==> config.mk <==
export PLATFORM = sky130hd
export DESIGN_NAME = oclib_csr_array
export DESIGN_NICKNAME = d
export VERILOG_FILES = /design/src/rtl/oclib_pkg.sv /design/src/rtl/oclib_csr_array.sv
export SDC_FILE = /design/constraint.sdc
export NUM_CORES = 1
export LEC_CHECK = 0
export ABC_AREA = 1
export CAP_MARGIN = 20
export CORE_AREA = 2 2 236 238
export DETAILED_ROUTE_END_ITERATION = 16
export DIE_AREA = 0 0 238 240
export GPL_TIMING_DRIVEN = 0
export PLACE_DENSITY = 0.61
export SYNTH_ARGS = -nofsm -noshare
export SYNTH_HDL_FRONTEND = slang
export SYNTH_SLANG_ARGS = --single-unit
==> constraint.sdc <==
create_clock -name clock -period 12.03 [get_ports clock]
set_input_delay 3.0075 -clock clock [delete_from_list [all_inputs] [get_ports clock]]
set_output_delay 3.0075 -clock clock [all_outputs]
set_load 0.01 [all_outputs]
==> src/rtl/oclib_pkg.sv <==
// oclib_pkg: shared CSR bus request/response types and widths used by oclib
// register blocks.
package oclib_pkg;

    localparam int CsrDataWidth    = 32;
    localparam int CsrIndexWidth   = 6;
    localparam int CsrLatencyWidth = 4;

    typedef struct packed {
        logic [CsrDataWidth-1:0] address;
        logic                    write;
        logic                    read;
        logic [CsrDataWidth-1:0] wdata;
    } csr_32_s;

    typedef struct packed {
        logic [CsrDataWidth-1:0] rdata;
        logic                    ready;
        logic                    error;
    } csr_32_fb_s;

endpackage

==> src/rtl/oclib_csr_array.sv <==
// oclib_csr_array: bank of NumCsr 32-bit registers, each either writable config
// or read-only status, behind one request/response port with fixed response latency.
module oclib_csr_array
    import oclib_pkg::*;
#(
    parameter type                  CsrType         = oclib_pkg::csr_32_s,
    parameter type                  CsrFbType       = oclib_pkg::csr_32_fb_s,
    parameter int                   NumCsr          = 8,
    parameter logic [NumCsr-1:0]    CsrRwMask       = '1,
    parameter logic [NumCsr*32-1:0] CsrInit         = '0,
    parameter int                   ResponseLatency = 0
) (
    input  logic                 clock,
    input  logic                 reset,
    input  logic                 csrSelect,
    input  CsrType               csr,
    output CsrFbType             csrFb,
    output logic [NumCsr*32-1:0] csrConfig,
    input  logic [NumCsr*32-1:0] csrStatus
);

    typedef enum logic [1:0] {
        StIdle,
        StWait,
        StRespond,
        StRelease
    } state_e;

    state_e                     state_q, state_d;
    logic [CsrLatencyWidth-1:0] count_q, count_d;
    logic [CsrIndexWidth-1:0]   index_q, index_d;
    logic [31:0]                wdata_q, wdata_d;
    logic                       is_write_q, is_write_d;
    logic                       is_error_q, is_error_d;
    logic [31:0]                rdata_q, rdata_d;
    logic                       ready_q, ready_d;
    logic                       error_q, error_d;
    logic [31:0]                regs_q [NumCsr];
    logic [31:0]                regs_d [NumCsr];

    logic                       req_active;
    logic [CsrIndexWidth-1:0]   req_index;
    logic                       req_hit;
    logic                       req_writable;
    logic                       req_error;
    logic [31:0]                read_value;
    logic                       unused_addr;

    assign req_active  = csr.read || csr.write;
    assign req_index   = csr.address[7:2];
    assign unused_addr = ^{csr.address[31:8]};

    // Decode the live request against the register map for error classification.
    always_comb begin
        req_hit      = 1'b0;
        req_writable = 1'b0;
        for (int unsigned i = 0; i < NumCsr; i++) begin
            if (req_index == CsrIndexWidth'(i)) begin
                req_hit      = 1'b1;
                req_writable = CsrRwMask[i];
            end
        end
        req_error = (csr.address[1:0] != 2'b00) || !req_hit ||
                    (csr.read && csr.write) || (csr.write && !req_writable);
    end

    always_comb begin
        read_value = '0;
        for (int unsigned i = 0; i < NumCsr; i++) begin
            if (index_q == CsrIndexWidth'(i)) begin
                read_value = CsrRwMask[i] ? regs_q[i] : csrStatus[32*i +: 32];
            end
        end
    end

    always_comb begin
        state_d    = state_q;
        count_d    = count_q;
        index_d    = index_q;
        wdata_d    = wdata_q;
        is_write_d = is_write_q;
        is_error_d = is_error_q;
        rdata_d    = rdata_q;
        ready_d    = 1'b0;
        error_d    = 1'b0;
        regs_d     = regs_q;

        case (state_q)
            StIdle: begin
                if (csrSelect && req_active) begin
                    index_d    = req_index;
                    wdata_d    = csr.wdata;
                    is_write_d = csr.write;
                    is_error_d = req_error;
                    count_d    = CsrLatencyWidth'(ResponseLatency);
                    state_d    = StWait;
                end
            end
            StWait: begin
                // A dropped request abandons the transaction before any side effect.
                if (!req_active) begin
                    state_d = StIdle;
                end else if (count_q == '0) begin
                    state_d = StRespond;
                    if (is_error_q) begin
                        error_d = 1'b1;
                        rdata_d = '0;
                    end else begin
                        ready_d = 1'b1;
                        rdata_d = is_write_q ? '0 : read_value;
                        if (is_write_q) begin
                            for (int unsigned i = 0; i < NumCsr; i++) begin
                                if (index_q == CsrIndexWidth'(i) && CsrRwMask[i]) begin
                                    regs_d[i] = wdata_q;
                                end
                            end
                        end
                    end
                end else begin
                    count_d = count_q - 1'b1;
                end
            end
            StRespond: begin
                state_d = StRelease;
            end
            StRelease: begin
                if (!req_active) begin
                    state_d = StIdle;
                end
            end
            default: begin
                state_d = StIdle;
            end
        endcase
    end

    always_ff @(posedge clock or posedge reset) begin
        if (reset) begin
            state_q    <= StIdle;
            count_q    <= '0;
            index_q    <= '0;
            wdata_q    <= '0;
            is_write_q <= 1'b0;
            is_error_q <= 1'b0;
            rdata_q    <= '0;
            ready_q    <= 1'b0;
            error_q    <= 1'b0;
            for (int unsigned i = 0; i < NumCsr; i++) begin
                regs_q[i] <= CsrRwMask[i] ? CsrInit[32*i +: 32] : '0;
            end
        end else begin
            state_q    <= state_d;
            count_q    <= count_d;
            index_q    <= index_d;
            wdata_q    <= wdata_d;
            is_write_q <= is_write_d;
            is_error_q <= is_error_d;
            rdata_q    <= rdata_d;
            ready_q    <= ready_d;
            error_q    <= error_d;
            regs_q     <= regs_d;
        end
    end

    always_comb begin
        csrFb       = '0;
        csrFb.rdata = rdata_q;
        csrFb.ready = ready_q;
        csrFb.error = error_q;
    end

    for (genvar g = 0; g < NumCsr; g++) begin : g_config
        assign csrConfig[32*g +: 32] = CsrRwMask[g] ? regs_q[g] : '0;
    end

endmodule

==> metrics.yaml, run 1 <==
fin_util_pct: 36.26
ff_type: "dfrtp_1"
cts_hold_buf: 0
pre_cts_ws_ns: 6.025
aoi_share_pct: 12.67
die_x_um: 238
worstPathCellList: "clkdlybuf4s50_1 > nor2_1 > inv_1 > nand3_1 > inv_1 > clkbuf_1 > clkbuf_1 > nand2_1 > o21ai_0"
busiest_layer: "met2"
yosys-mux-area-fraction_pct: 0
adder_share_pct: 0.1771
ys_sh_simple_pct: 22.63
synthTopCellsByArea: "dfrtp_1, nand2_1, o21ai_0, nor2_1, inv_1"
ff_latch_area_sq_um: 8408
slew_viol_final: 0
clk_pin_slew_ns: 0.06
synth_nets: 1976
drt_iter0_drc: 1365
arrival_ns: 5.95
final_nets: 2359
clkLatencyLatePin_ns: 0.56
yosys_warnings: 0
dp_hpwl_um: 47140
met1_usage_pct: 30.82
grt_antenna_before_repair: 2
max-vdd-ir-drop_mv: 0.08207
htree_levels: 2
fin_ws_ns: 6.552
p_sw_share_pct: 31.80
end_kind: "register"
power_density_nw_per_um2: 150.6
grt_usage_pct: 22.40
cts_setup_buffers: 0
root_buffer: "clkbuf_16"
setup_viol_count_final: 0
ys_async_sr_fraction_pct: 100.0
logic_area_sq_um: 5021
hold_start: "index_q[5]$_DFFE_PP0P_"
fmax_mhz: 182.5
crit_fanout: 11
warning_count: 307
yosys_cells: 1649
hold_ws_ns: 0.4786
grt_pass1_wl_um: 92560
grt_pass1_vias: 13500
hold_class: "register to register"
topCombFamilyByArea: "simple AND/OR/NAND/NOR gates"
seq_power_share_pct: 41.4
power_frac_clock_pct: 40.9
outcome: "finished clean"
run 1: cells in the mapped netlist (2+ instances only):
| cell | number |
|---|---|
| nor2_2 | 5 |
| buf_4 | 3 |
| nand2_2 | 7 |
| o21ai_0 | 300 |
| nand2_1 | 542 |
| clkbuf_1 | 74 |
| o21ai_1 | 5 |
| buf_1 | 3 |
| ha_1 | 2 |
| buf_2 | 15 |
| clkinv_1 | 2 |
| inv_1 | 81 |
| nand3_1 | 44 |
| nor2_1 | 104 |
| o21bai_1 | 8 |
| dfrtp_1 | 336 |
| nor3_1 | 32 |
| nand4_1 | 42 |
| a21oi_1 | 36 |
run 1: cells in the final DEF (no fill, tap or decap), types with 2 or more instances in the layout:
cell	n
buf_1	3
inv_1	80
buf_2	15
dfrtp_1	336
clkdlybuf4s50_1	334
ha_1	2
clkbuf_8	9
clkinv_2	3
clkinvlp_4	4
nor2_2	5
nand2_1	542
o21ai_0	300
o21ai_1	5
clkinv_1	2
nand2_2	7
nor3_1	32
nand3_1	44
nor2_1	104
clkbuf_1	81
o21bai_1	8
buf_4	3
clkbuf_16	40
bufinv_16	3
a21oi_1	36
buf_12	8
nand4_1	42
run 1: tightest hold or removal path: stages (launching register included):
cell and delay [ns]:
dfrtp_1 0.34, nand2_1 0.05, nand2_1 0.05
run 1: flip-flops by register name, summed over array words and instances (netlist names), named ones only:
name        cells
index_q         6
wdata_q        32
state_q         1
error_q         1
count_q         4
rdata_q        32
ready_q         1
csrConfig     256
is_error_q      1
is_write_q      1
run 1: per-stage QoR:
| step | total power [mW] | instances |
|---|---|---|
| floorplan | 1.532 | 1649 |
| global placement | 1.760 | 2687 |
| detailed placement | 1.778 | 2695 |
| CTS | 2.999 | 2762 |
| global route | 3.103 | 2762 |
| finish | 2.985 | 2763 |
run 1: final cells by class:
class	count	share of cell area (%)
Inverter	83	1.591
Clock inverter	11	0.7701
Tap cell	704	4.444
Antenna cell	1	0.01262
Timing Repair Buffer	342	17.67
Buffer	95	1.951
Clock buffer	56	5.807
Sequential cell	336	42.42
Multi-Input combinational cell	1135	25.33
run 1: worst paths after layout:
kind / cells after the start / slack (ns) / endpoint
min in group asynchronous: 2 / 2.93 / csrConfig[11]$_DFFE_PP0P_
worst max-delay path: 9 / 6.55 / wdata_q[25]$_DFFE_PP0P_
worst max register to register: 7 / 8.96 / csrConfig[41]$_DFFE_PP0P_
max in group asynchronous: 5 / 7.87 / rdata_q[25]$_DFFE_PP0P_
worst min-delay path: 2 / 0.48 / index_q[5]$_DFFE_PP0P_
worst min register to register: 2 / 0.48 / index_q[5]$_DFFE_PP0P_
run 1: power groups by stage:
stage,logic [mW],clock network [mW],registers (mW)
3_5_place_dp,0.523,0,1.26
5_1_grt,0.579,1.28,1.24
3_3_place_gp,0.504,0,1.26
6_report,0.527,1.22,1.24
4_1_cts,0.526,1.24,1.24
2_1_floorplan,0.281,0,1.25
run 1: metal layers:
| layer | up-vias | share of wire (%) | wire [um] |
|---|---|---|---|
| met1 | 6807 | 43 | 28010 |
| li1 | 6150 | - | - |
| met5 | - | 0.011 | 7 |
| met2 | 699 | 44 | 28430 |
| met3 | 117 | 8.6 | 5557 |
| met4 | 2 | 3.7 | 2396 |
Figure 1. Signal wires by layer (run 1).
Two of the layers only.
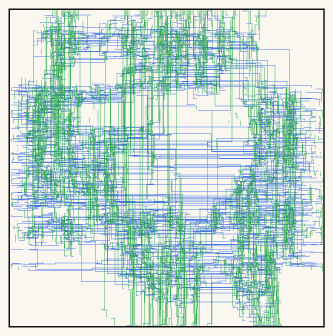
Key: green = met2 [wire length 28.4 mm]; blue = met1 [wire length 28.0 mm]

Figure 2. The clock network (run 1).
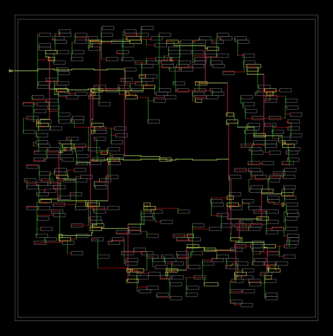
Fin Clk Skew: 0.01758 ns
flop count: 336
clock buffer count in the final layout: 56
TritonCTS Buffers: 39
clock-net power: 1.22 mW

Figure 3. Where the registers sit (run 1).
Scale bar: 50 um. Other sequential cells in the stronger gray, the rest of the logic in the fainter gray.
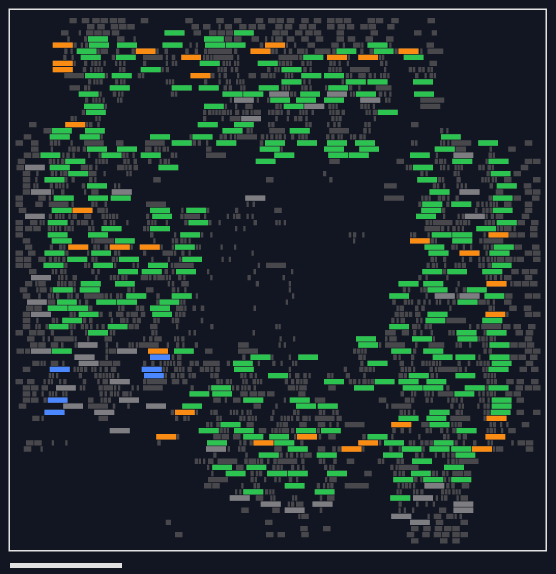
Key: blue = `index_q` [placed flops 6]; green = `csrConfig` [placed flops 256, where spread over the die]; orange = `wdata_q` [placed flops 32, where spread over the die]
Another 42 sequential cells are not colored.

--- run 2 (diff from run 1) ---
==> constraint.sdc (replaced) <==
create_clock -name clock -period 4.9 [get_ports clock]
set_input_delay 1.225 -clock clock [delete_from_list [all_inputs] [get_ports clock]]
set_output_delay 1.225 -clock clock [all_outputs]
set_load 0.01 [all_outputs]
Figure 4. The clock network (run 2).
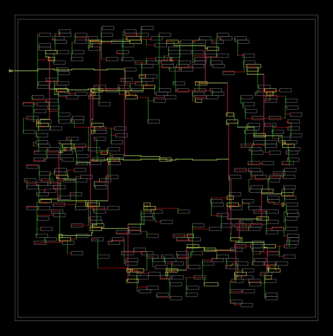
clock-net power: 3.00 mW
total clock sinks: 336

==> run 2 against run 1 <==
Register-to-register slack worse by 7.1 ns. Flip-flop count unchanged. Critical path type unchanged. Worst hold slack unchanged. Largest cell class unchanged. Power up 150%. Area after synthesis unchanged. Non-clock buffer count unchanged. Die size unchanged. Synthesized cell count unchanged. Clock power up 150%. Wire length unchanged. Final cell count unchanged. Critical path depth unchanged.
==> metrics.yaml, run 2 <==
dp.cells: 2695
grt_antenna_before_repair: 2
root_buffer: "clkbuf_16"
setup_viol_count_final: 0
arrival_ns: 4.17
seq_power_share_pct: 41.4
cts_setup_buffers: 0
final_nets: 2359
dp_hpwl_um: 47140
outcome: "finished clean"
fmax_mhz: 270.6
fin_skew_ns: 0.01758
ys_async_sr_fraction_pct: 100.0
max-vdd-ir-drop_mv: 0.2015
power_frac_clock_pct: 40.9
worstPathCellList: "clkdlybuf4s50_1 > nor2_1 > inv_1 > nand3_1 > inv_1 > clkbuf_1 > clkbuf_1 > nand2_1 > o21ai_0"
die_x_um: 238
power_density_nw_per_um2: 369.7
drc: 0
hold_class: "register to register"
top_cells_by_count: "nand2_1, dfrtp_1, o21ai_0, nor2_1, inv_1"
clkLatencyLatePin_ns: 0.56
yosys_cells: 1649
end_kind: "register"
mostFrequentLayoutCells: "nand2_1, dfrtp_1, clkdlybuf4s50_1"
layout_top_cell: "nand2_1"
synthTopCellsByArea: "dfrtp_1, nand2_1, o21ai_0, nor2_1, inv_1"
largest_register_ffs: 256
synth_nets: 1976
edf_count: 0
cts_hold_buf: 0
drt_iter0_drc: 1365
grt_pass1_wl_um: 92560
htree_levels: 2
grt_usage_pct: 22.40
p_sw_share_pct: 31.80
warning_count: 308
power_mw: 7.328
fin_cells: 2763
cts_buffers: 39
clk_pin_slew_ns: 0.06
ff_type: "dfrtp_1"
yosys_warnings: 0
grt_pass1_vias: 13500
Figure 5. Signal wires by layer (run 2).
Two of the layers only.
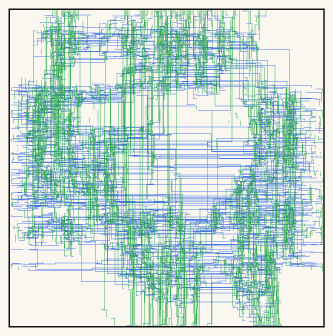
Key: blue = met1 [wire length 28.0 mm]; green = met2 [wire length 28.4 mm]

## run 2: worst paths after layout
check / slack [ns] / startpoint / end / depth (start not counted)
max: 1.20 / csr[33] / wdata_q[25]$_DFFE_PP0P_ / 9
min reg2reg: 0.48 / index_q[5]$_DFFE_PP0P_ / index_q[5]$_DFFE_PP0P_ / 2
max in group asynchronous: 2.52 / reset / rdata_q[25]$_DFFE_PP0P_ / 5
max reg2reg: 1.83 / index_q[2]$_DFFE_PP0P_ / csrConfig[41]$_DFFE_PP0P_ / 7
min: 0.48 / index_q[5]$_DFFE_PP0P_ / index_q[5]$_DFFE_PP0P_ / 2
min in group asynchronous: 1.15 / reset / csrConfig[11]$_DFFE_PP0P_ / 2
## run 2: layout make-up
class | instances | area, sq um
plain buffers | 95 | 386.6
inverters | 83 | 315.3
repair buffers | 342 | 3503
clock buffers | 56 | 1151
well taps | 704 | 880.8
diodes | 1 | 2.502
flip-flops and latches | 336 | 8408
multi-input cells | 1135 | 5021
clock inverters | 11 | 152.6
fillers | 5620 | 34840
## run 2: logic make-up after synthesis
family	Yosys count	share of synthesized area (%)
AOI/OAI and AO/OA	352	12.67
DFF	336	59.52
and+or+nand+nor	780	22.63
xor gates and xnor gates	1	0.06201
buffers and inverters	178	4.942
adders and majority gates	2	0.1771
## run 2: power groups by stage
stage          sequential, mW  clock (mW)  combinational [mW]
6_report                 3.03        3.00                1.29
5_1_grt                  3.05        3.14                1.42
2_1_floorplan            3.07           0               0.690
3_5_place_dp             3.08           0                1.28
3_3_place_gp             3.08           0                1.24
4_1_cts                  3.03        3.04                1.29
## run 2: metal layers
metal	up-vias	GRT usage, %	wire length [um]
met5	-	0	7
met4	2	8.939	2396
met3	117	5.339	5557
met2	699	33.99	28430
met1	6807	30.82	28010
li1	6150	-	-
## run 2: worst register-to-register path: cells and delay by family (launching register included)
family	cells	cell delay, ns
compound gates	1	0.10
buf+inv	1	0.52
flops	1	0.46
simple gates	5	1.83
## run 2: per-stage QoR
step                       TNS, ns  instance area, sq um  utilization, %  hold slack, ns  worst slack [ns]
after global placement    -1042.14                 18360           33.58          0.4654            -3.137
after CTS                        0                 19820           36.26          0.4788             1.260
after global routing             0                 19820           36.26          0.4845             1.009
after floorplan            -274.04                 14130               -          0.4151           -0.8156
after detailed placement         0                 18520           33.87          0.4644            0.6779
final                            0                 19820           36.26          0.4786             1.204
Power figures rest on the tool's default switching activity, not on a simulated workload.
